Metal 4:
Supply wires on this layer in gray.
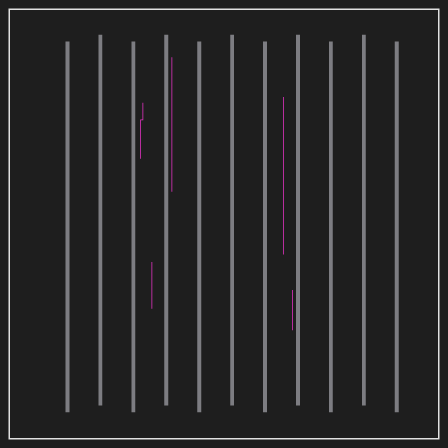
Clock distribution:
Bar = 50 um.
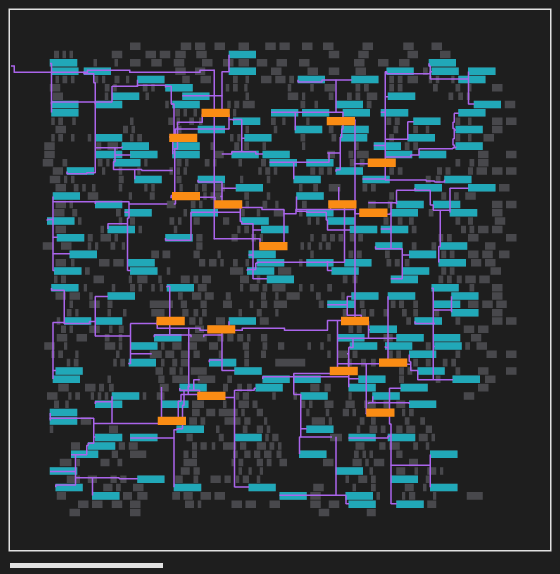
The clock network:
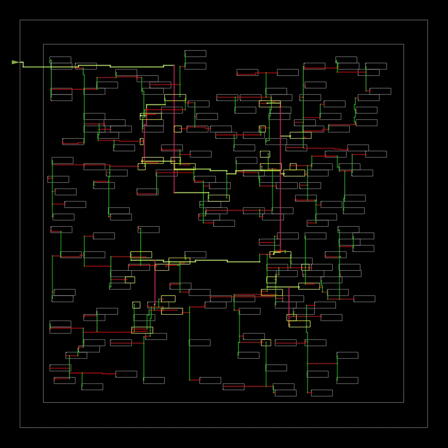
Cell sizes after repair:
Bar = 50 um.
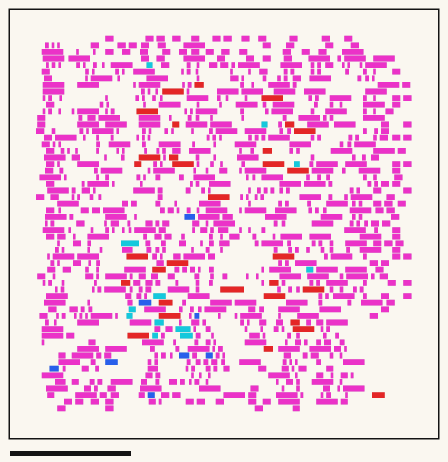
Sequential cells colored by netlist name:
Other sequential cells in the stronger gray, the rest of the logic in the fainter gray.
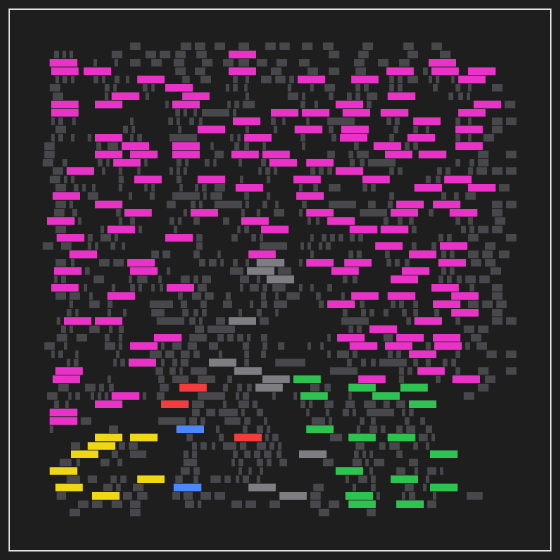
$ cat src/rtl/ble_uart_cmd_pkg.sv
// Shared types and constants for the BLE UART command framer.
package ble_uart_cmd_pkg;

    typedef enum logic [2:0] {
        ST_IDLE,
        ST_ADDR,
        ST_LEN,
        ST_PAYLOAD,
        ST_ISSUE,
        ST_ACK,
        ST_FLUSH
    } state_e;

    localparam logic [7:0]  OPC_DISABLE_ENC = 8'h01;
    localparam logic [7:0]  OPC_READ_YAW    = 8'h03;
    localparam int          ADDR_BYTES      = 6;
    localparam int          HDR_BYTES       = 8;
    localparam logic [47:0] ADDR_BROADCAST  = 48'hFFFF_FFFF_FFFF;

endpackage

$ cat src/rtl/ble_uart_gap_timer.sv
// Inter-byte gap timer: counts idle cycles while enabled, flags when the gap
// limit is reached.
module ble_uart_gap_timer #(
    parameter int TIMEOUT_CYCLES = 50000
) (
    input  logic clk,
    input  logic reset_n,
    input  logic clear_i,
    input  logic enable_i,
    output logic expired_o
);

    localparam int CNT_W = (TIMEOUT_CYCLES > 1) ? $clog2(TIMEOUT_CYCLES) : 1;
    localparam logic [CNT_W-1:0] CNT_LAST = CNT_W'(TIMEOUT_CYCLES - 1);

    logic [CNT_W-1:0] cnt_q, cnt_d;

    always_comb begin
        cnt_d = cnt_q;
        if (clear_i || !enable_i) begin
            cnt_d = '0;
        end else if (cnt_q != CNT_LAST) begin
            cnt_d = cnt_q + 1'b1;
        end
    end

    always_ff @(posedge clk or negedge reset_n) begin
        if (!reset_n) begin
            cnt_q <= '0;
        end else begin
            cnt_q <= cnt_d;
        end
    end

    assign expired_o = enable_i && (cnt_q == CNT_LAST);

endmodule

$ cat src/rtl/ble_uart_cmd_framer.sv
// Assembles UART RX bytes into opcode/address/length/payload command frames
// and hands each complete frame to the decoder with a one-cycle start pulse.
module ble_uart_cmd_framer
    import ble_uart_cmd_pkg::*;
#(
    parameter int MAX_PAYLOAD    = 8,
    parameter int TIMEOUT_CYCLES = 50000,
    parameter int ACK_HOLD       = 4,
    localparam int FRAME_W       = 64 + 8 * MAX_PAYLOAD
) (
    input  logic               clk,
    input  logic               reset_n,
    input  logic [7:0]         rx_data,
    input  logic               rx_valid,
    input  logic               rx_error,
    input  logic               dec_done,
    output logic [FRAME_W-1:0] frame_data,
    output logic               frame_start,
    output logic               busy,
    output logic               err_timeout,
    output logic               err_overlen,
    output logic               err_rx,
    output logic [7:0]         drop_count
);

    localparam int               FRAME_BYTES = HDR_BYTES + MAX_PAYLOAD;
    localparam int               HOLD_W      = (ACK_HOLD > 1) ? $clog2(ACK_HOLD) : 1;
    localparam logic [HOLD_W-1:0] HOLD_LAST  = HOLD_W'(ACK_HOLD - 1);
    localparam logic [7:0]       MAX_LEN     = 8'(MAX_PAYLOAD);
    localparam logic [7:0]       LAST_HDR    = 8'(HDR_BYTES - 1);
    localparam logic [7:0]       LAST_ADDR   = 8'(ADDR_BYTES);

    state_e              state_q, state_d;
    logic [7:0]          idx_q, idx_d;
    logic [HOLD_W-1:0]   hold_q, hold_d;
    logic [FRAME_W-1:0]  frame_q, frame_d;
    logic [7:0]          drop_q, drop_d;
    logic                err_to_q, err_to_d;
    logic                err_ol_q, err_ol_d;
    logic                err_rx_q, err_rx_d;
    logic                start_c;
    logic                drop_c;
    logic                wr_en;
    logic                timer_en;
    logic                timer_expired;

    function automatic logic [7:0] sat_inc8(input logic [7:0] v);
        return (v == 8'hFF) ? v : v + 8'd1;
    endfunction

    assign timer_en = (state_q inside {ST_ADDR, ST_LEN, ST_PAYLOAD, ST_FLUSH});

    ble_uart_gap_timer #(
        .TIMEOUT_CYCLES(TIMEOUT_CYCLES)
    ) u_gap_timer (
        .clk      (clk),
        .reset_n  (reset_n),
        .clear_i  (rx_valid),
        .enable_i (timer_en),
        .expired_o(timer_expired)
    );

    always_comb begin
        state_d  = state_q;
        idx_d    = idx_q;
        hold_d   = hold_q;
        frame_d  = frame_q;
        err_to_d = 1'b0;
        err_ol_d = 1'b0;
        err_rx_d = 1'b0;
        start_c  = 1'b0;
        drop_c   = 1'b0;
        wr_en    = 1'b0;

        case (state_q)
            ST_IDLE: begin
                if (rx_valid) begin
                    if (rx_error) begin
                        drop_c = 1'b1;
                    end else begin
                        frame_d      = '0;
                        frame_d[7:0] = rx_data;
                        idx_d        = 8'd1;
                        state_d      = ST_ADDR;
                    end
                end
            end
            ST_ADDR, ST_LEN, ST_PAYLOAD: begin
                if (rx_valid) begin
                    if (rx_error) begin
                        err_rx_d = 1'b1;
                        drop_c   = 1'b1;
                        state_d  = ST_FLUSH;
                    end else begin
                        wr_en = 1'b1;
                        idx_d = idx_q + 8'd1;
                        if (state_q == ST_ADDR) begin
                            if (idx_q == LAST_ADDR) state_d = ST_LEN;
                        end else if (state_q == ST_LEN) begin
                            if (rx_data > MAX_LEN) begin
                                err_ol_d = 1'b1;
                                state_d  = ST_FLUSH;
                            end else if (rx_data == 8'd0) begin
                                state_d = ST_ISSUE;
                            end else begin
                                state_d = ST_PAYLOAD;
                            end
                        end else if (idx_q == LAST_HDR + frame_q[63:56]) begin
                            state_d = ST_ISSUE;
                        end
                    end
                end else if (timer_expired) begin
                    err_to_d = 1'b1;
                    state_d  = ST_IDLE;
                end
            end
            ST_ISSUE: begin
                drop_c = rx_valid;
                if (dec_done) begin
                    start_c = 1'b1;
                    hold_d  = '0;
                    state_d = ST_ACK;
                end
            end
            ST_ACK: begin
                drop_c = rx_valid;
                if (hold_q != HOLD_LAST) begin
                    hold_d = hold_q + 1'b1;
                end else if (dec_done) begin
                    state_d = ST_IDLE;
                end
            end
            ST_FLUSH: begin
                if (rx_valid) begin
                    drop_c = 1'b1;
                end else if (timer_expired) begin
                    state_d = ST_IDLE;
                end
            end
            default: state_d = ST_IDLE;
        endcase

        // Byte 0 is written by the IDLE branch; later bytes land at their index.
        if (wr_en) begin
            for (int k = 1; k < FRAME_BYTES; k++) begin
                if (idx_q == 8'(k)) frame_d[8*k +: 8] = rx_data;
            end
        end

        drop_d = drop_c ? sat_inc8(drop_q) : drop_q;
    end

    always_ff @(posedge clk or negedge reset_n) begin
        if (!reset_n) begin
            state_q  <= ST_IDLE;
            idx_q    <= '0;
            hold_q   <= '0;
            frame_q  <= '0;
            drop_q   <= '0;
            err_to_q <= 1'b0;
            err_ol_q <= 1'b0;
            err_rx_q <= 1'b0;
        end else begin
            state_q  <= state_d;
            idx_q    <= idx_d;
            hold_q   <= hold_d;
            frame_q  <= frame_d;
            drop_q   <= drop_d;
            err_to_q <= err_to_d;
            err_ol_q <= err_ol_d;
            err_rx_q <= err_rx_d;
        end
    end

    assign frame_data  = frame_q;
    assign frame_start = start_c;
    assign busy        = (state_q != ST_IDLE);
    assign err_timeout = err_to_q;
    assign err_overlen = err_ol_q;
    assign err_rx      = err_rx_q;
    assign drop_count  = drop_q;

endmodule
$ cat config.mk
export PLATFORM = sky130hd
export DESIGN_NAME = ble_uart_cmd_framer
export DESIGN_NICKNAME = d
export VERILOG_FILES = /design/src/rtl/ble_uart_cmd_pkg.sv /design/src/rtl/ble_uart_gap_timer.sv /design/src/rtl/ble_uart_cmd_framer.sv
export SDC_FILE = /design/constraint.sdc
export NUM_CORES = 1
export LEC_CHECK = 0
export ABC_AREA = 0
export ABC_CLOCK_PERIOD_IN_PS = 6200
export CAP_MARGIN = 25
export CELL_PAD_IN_SITES_DETAIL_PLACEMENT = 1
export CELL_PAD_IN_SITES_GLOBAL_PLACEMENT = 2
export CORE_MARGIN = 10
export CORE_UTILIZATION = 30
export DETAILED_ROUTE_END_ITERATION = 12
export PLACE_DENSITY_LB_ADDON = 0.05
export SLEW_MARGIN = 40
export SYNTH_ARGS = -nofsm -noshare
export SYNTH_HDL_FRONTEND = slang
export SYNTH_SLANG_ARGS = --single-unit
$ cat constraint.sdc
create_clock -name clk -period 6.2 [get_ports clk]
set_input_delay 0.93 -clock clk [delete_from_list [all_inputs] [get_ports clk]]
set_output_delay 0.93 -clock clk [all_outputs]
set_load 0.05 [all_outputs]
==> impl_metrics.yaml <==
# generated from flow reports
outcome:
  status: "finished, final reports clean"
worst_setup_path:
  endpoint_kind: "output port"
  worstPathArrival_ps: 2520
  path_max_fanout: 16
  reg2reg_to: "frame_data[9]"
  critPathMaxStageDelay_ps: 800
  cp_top_family: "buffers and inverters"
  cp_num_buf_inv: 1
  worstPathRequired_ps: 5270
  r2r_start: "state_q[2]"
layout:
  largestClassByArea: "flip-flops and latches"
  comb-cell-share_pct: 29.4
  comb_cells: 534
  finalNetCount: 921
clocking:
  clock_path_buffers: 2
  clk_pin_slew_ps: 70
synth:
  synth_warnings: 0
  edf_count: 0
  top_area_cell: "dfrtp_1"
  ff_type: "dfrtp_1"
  async_flop_share_pct: 100
  yosysUniqueCellTypes: 47
  top_cells_by_area: "dfrtp_1, o21ai_0, nand2_1"
  yosysTopAreaCellShare_pct: 57.3
placed_design:
  place_ws_ps: 2590
  port_buffers: 153
hold_path:
  hold_path.class: "in2async"
routing:
  drt_iter0_markers: 268
pwr:
  power_leader: "combinational cells"
  p_comb_uw: 1750
  comb_power_share_pct: 40.1
  pg_seq_uw: 1560
floorplan:
  initCoreUtil_pct: 30.3
  core_area_um2: 24200
  nWellTaps: 324
final_timing:
  timing.fmax_mhz: 290
  rsz0062_at_grt: "false"
  min_period_ps: 3450
## Picture notes: 'metal 4'
main direction: vertical
nets with wire on the layer: 2
WL final: 24600 um
Vias: 6088

## Picture notes: 'clock distribution'
legend:
  purple:
    item: clock wires
    length: 2320 um
  cyan:
    item: flip-flops
    count: 168
  orange:
    item: clock drivers
    count: 17
routed clock nets: 18
flops lie: all over the die
Clk pwr share: 24.2%
Clock Power: 1050 uW
clk_lat worst skew: 440 ps
worst clock skew: 16.7 ps

## Picture notes: 'the clock network'
clock buf count: 18
CTS Buf Count: 17
Seq cells: 168

## Picture notes: 'cell sizes after repair'
legend:
  cyan:
    size: _3 and _4 cells
    cells: 12
    share: 1.3%
  red:
    size: _6 and larger
    cells: 31
    share: 3.4%
  blue:
    size: _2 cells
    cells: 8
    share: 0.88%
  magenta:
    size: _0 and _1 cells
    cells: 862
    share: 94%
Final Cell Area: 9740 um^2
Layout area overhead: 32.7%
Buffers, non-clock: 159
setup ws final: 2750 ps

## Picture notes: 'sequential cells colored by netlist name'
legend:
  green:
    name_in_the_netlist: u_gap_timer.cnt_q
    sequential_cells: 16
  blue:
    name_in_the_netlist: hold_q
    sequential_cells: 2
  yellow:
    name_in_the_netlist: drop_count
    sequential_cells: 8
    where: south-west
  red:
    name_in_the_netlist: state_q
    sequential_cells: 3
  magenta:
    name_in_the_netlist: frame_data
    sequential_cells: 128
not colored: 11
final core utilization: 40.3%
flop share of the area: 43.2%

## registers in the layout (all words and copies together) (netlist names)
register	flops
frame_data	128
idx_q	8
err_overlen	1
drop_count	8
err_timeout	1
state_q	3
u_gap_timer.cnt_q	16
hold_q	2
err_rx	1
## through the flow
| stage | instances | utilization [%] |
|---|---|---|
| 2_1_floorplan | 775 | - |
| 3_3_place_gp | 1204 | 37.7 |
| 3_5_place_dp | 1204 | 37.7 |
| 4_1_cts | 1236 | 40.1 |
| 5_1_grt | 1237 | 40.3 |
| 6_report | 1237 | 40.3 |
## cell usage in the layout (no fill, tap or decap), drive strengths merged, types with 2 or more instances in the layout
cell type      instances
nand2                159
inv                   28
xnor2                 17
a22o                   2
or2                    2
clkinv                 4
nor3                   8
nand4                 11
nor2b                  3
nand2b                 4
mux2                   3
clkdlybuf4s50        152
nor4bb                 2
xor2                  17
a21oi                 11
a31oi                  6
nor2                  27
and3                   6
buf                    7
and4                   2
o21ai                137
and2                   8
nor4                   4
clkbuf                18
nor3b                  4
clkinvlp               2
or3                    4
ha                     8
dfrtp                168
nand3                 70
o31ai                  5
## logic make-up after synthesis
logic type | synth area share (%)
AND/OR/NAND/NOR | 20.1
adder cells (fa/ha/maj) | 1.36
multiplexers | 0.563
XOR/XNOR | 4.06
buffers and inverters | 3.94
AND-OR/OR-AND | 12.7
flip-flops | 57.3
## layer usage
metal	share of wire, %	wire length (um)	vias up	global-route usage, %
met5	0	0	-	0
met4	0.72	178	0	3.43
met3	6.3	1540	13	4.59
met2	47	11700	130	25.4
met1	46	11200	3066	20.5
li1	-	-	2879	-
Power is estimated from default activity; no workload was simulated.
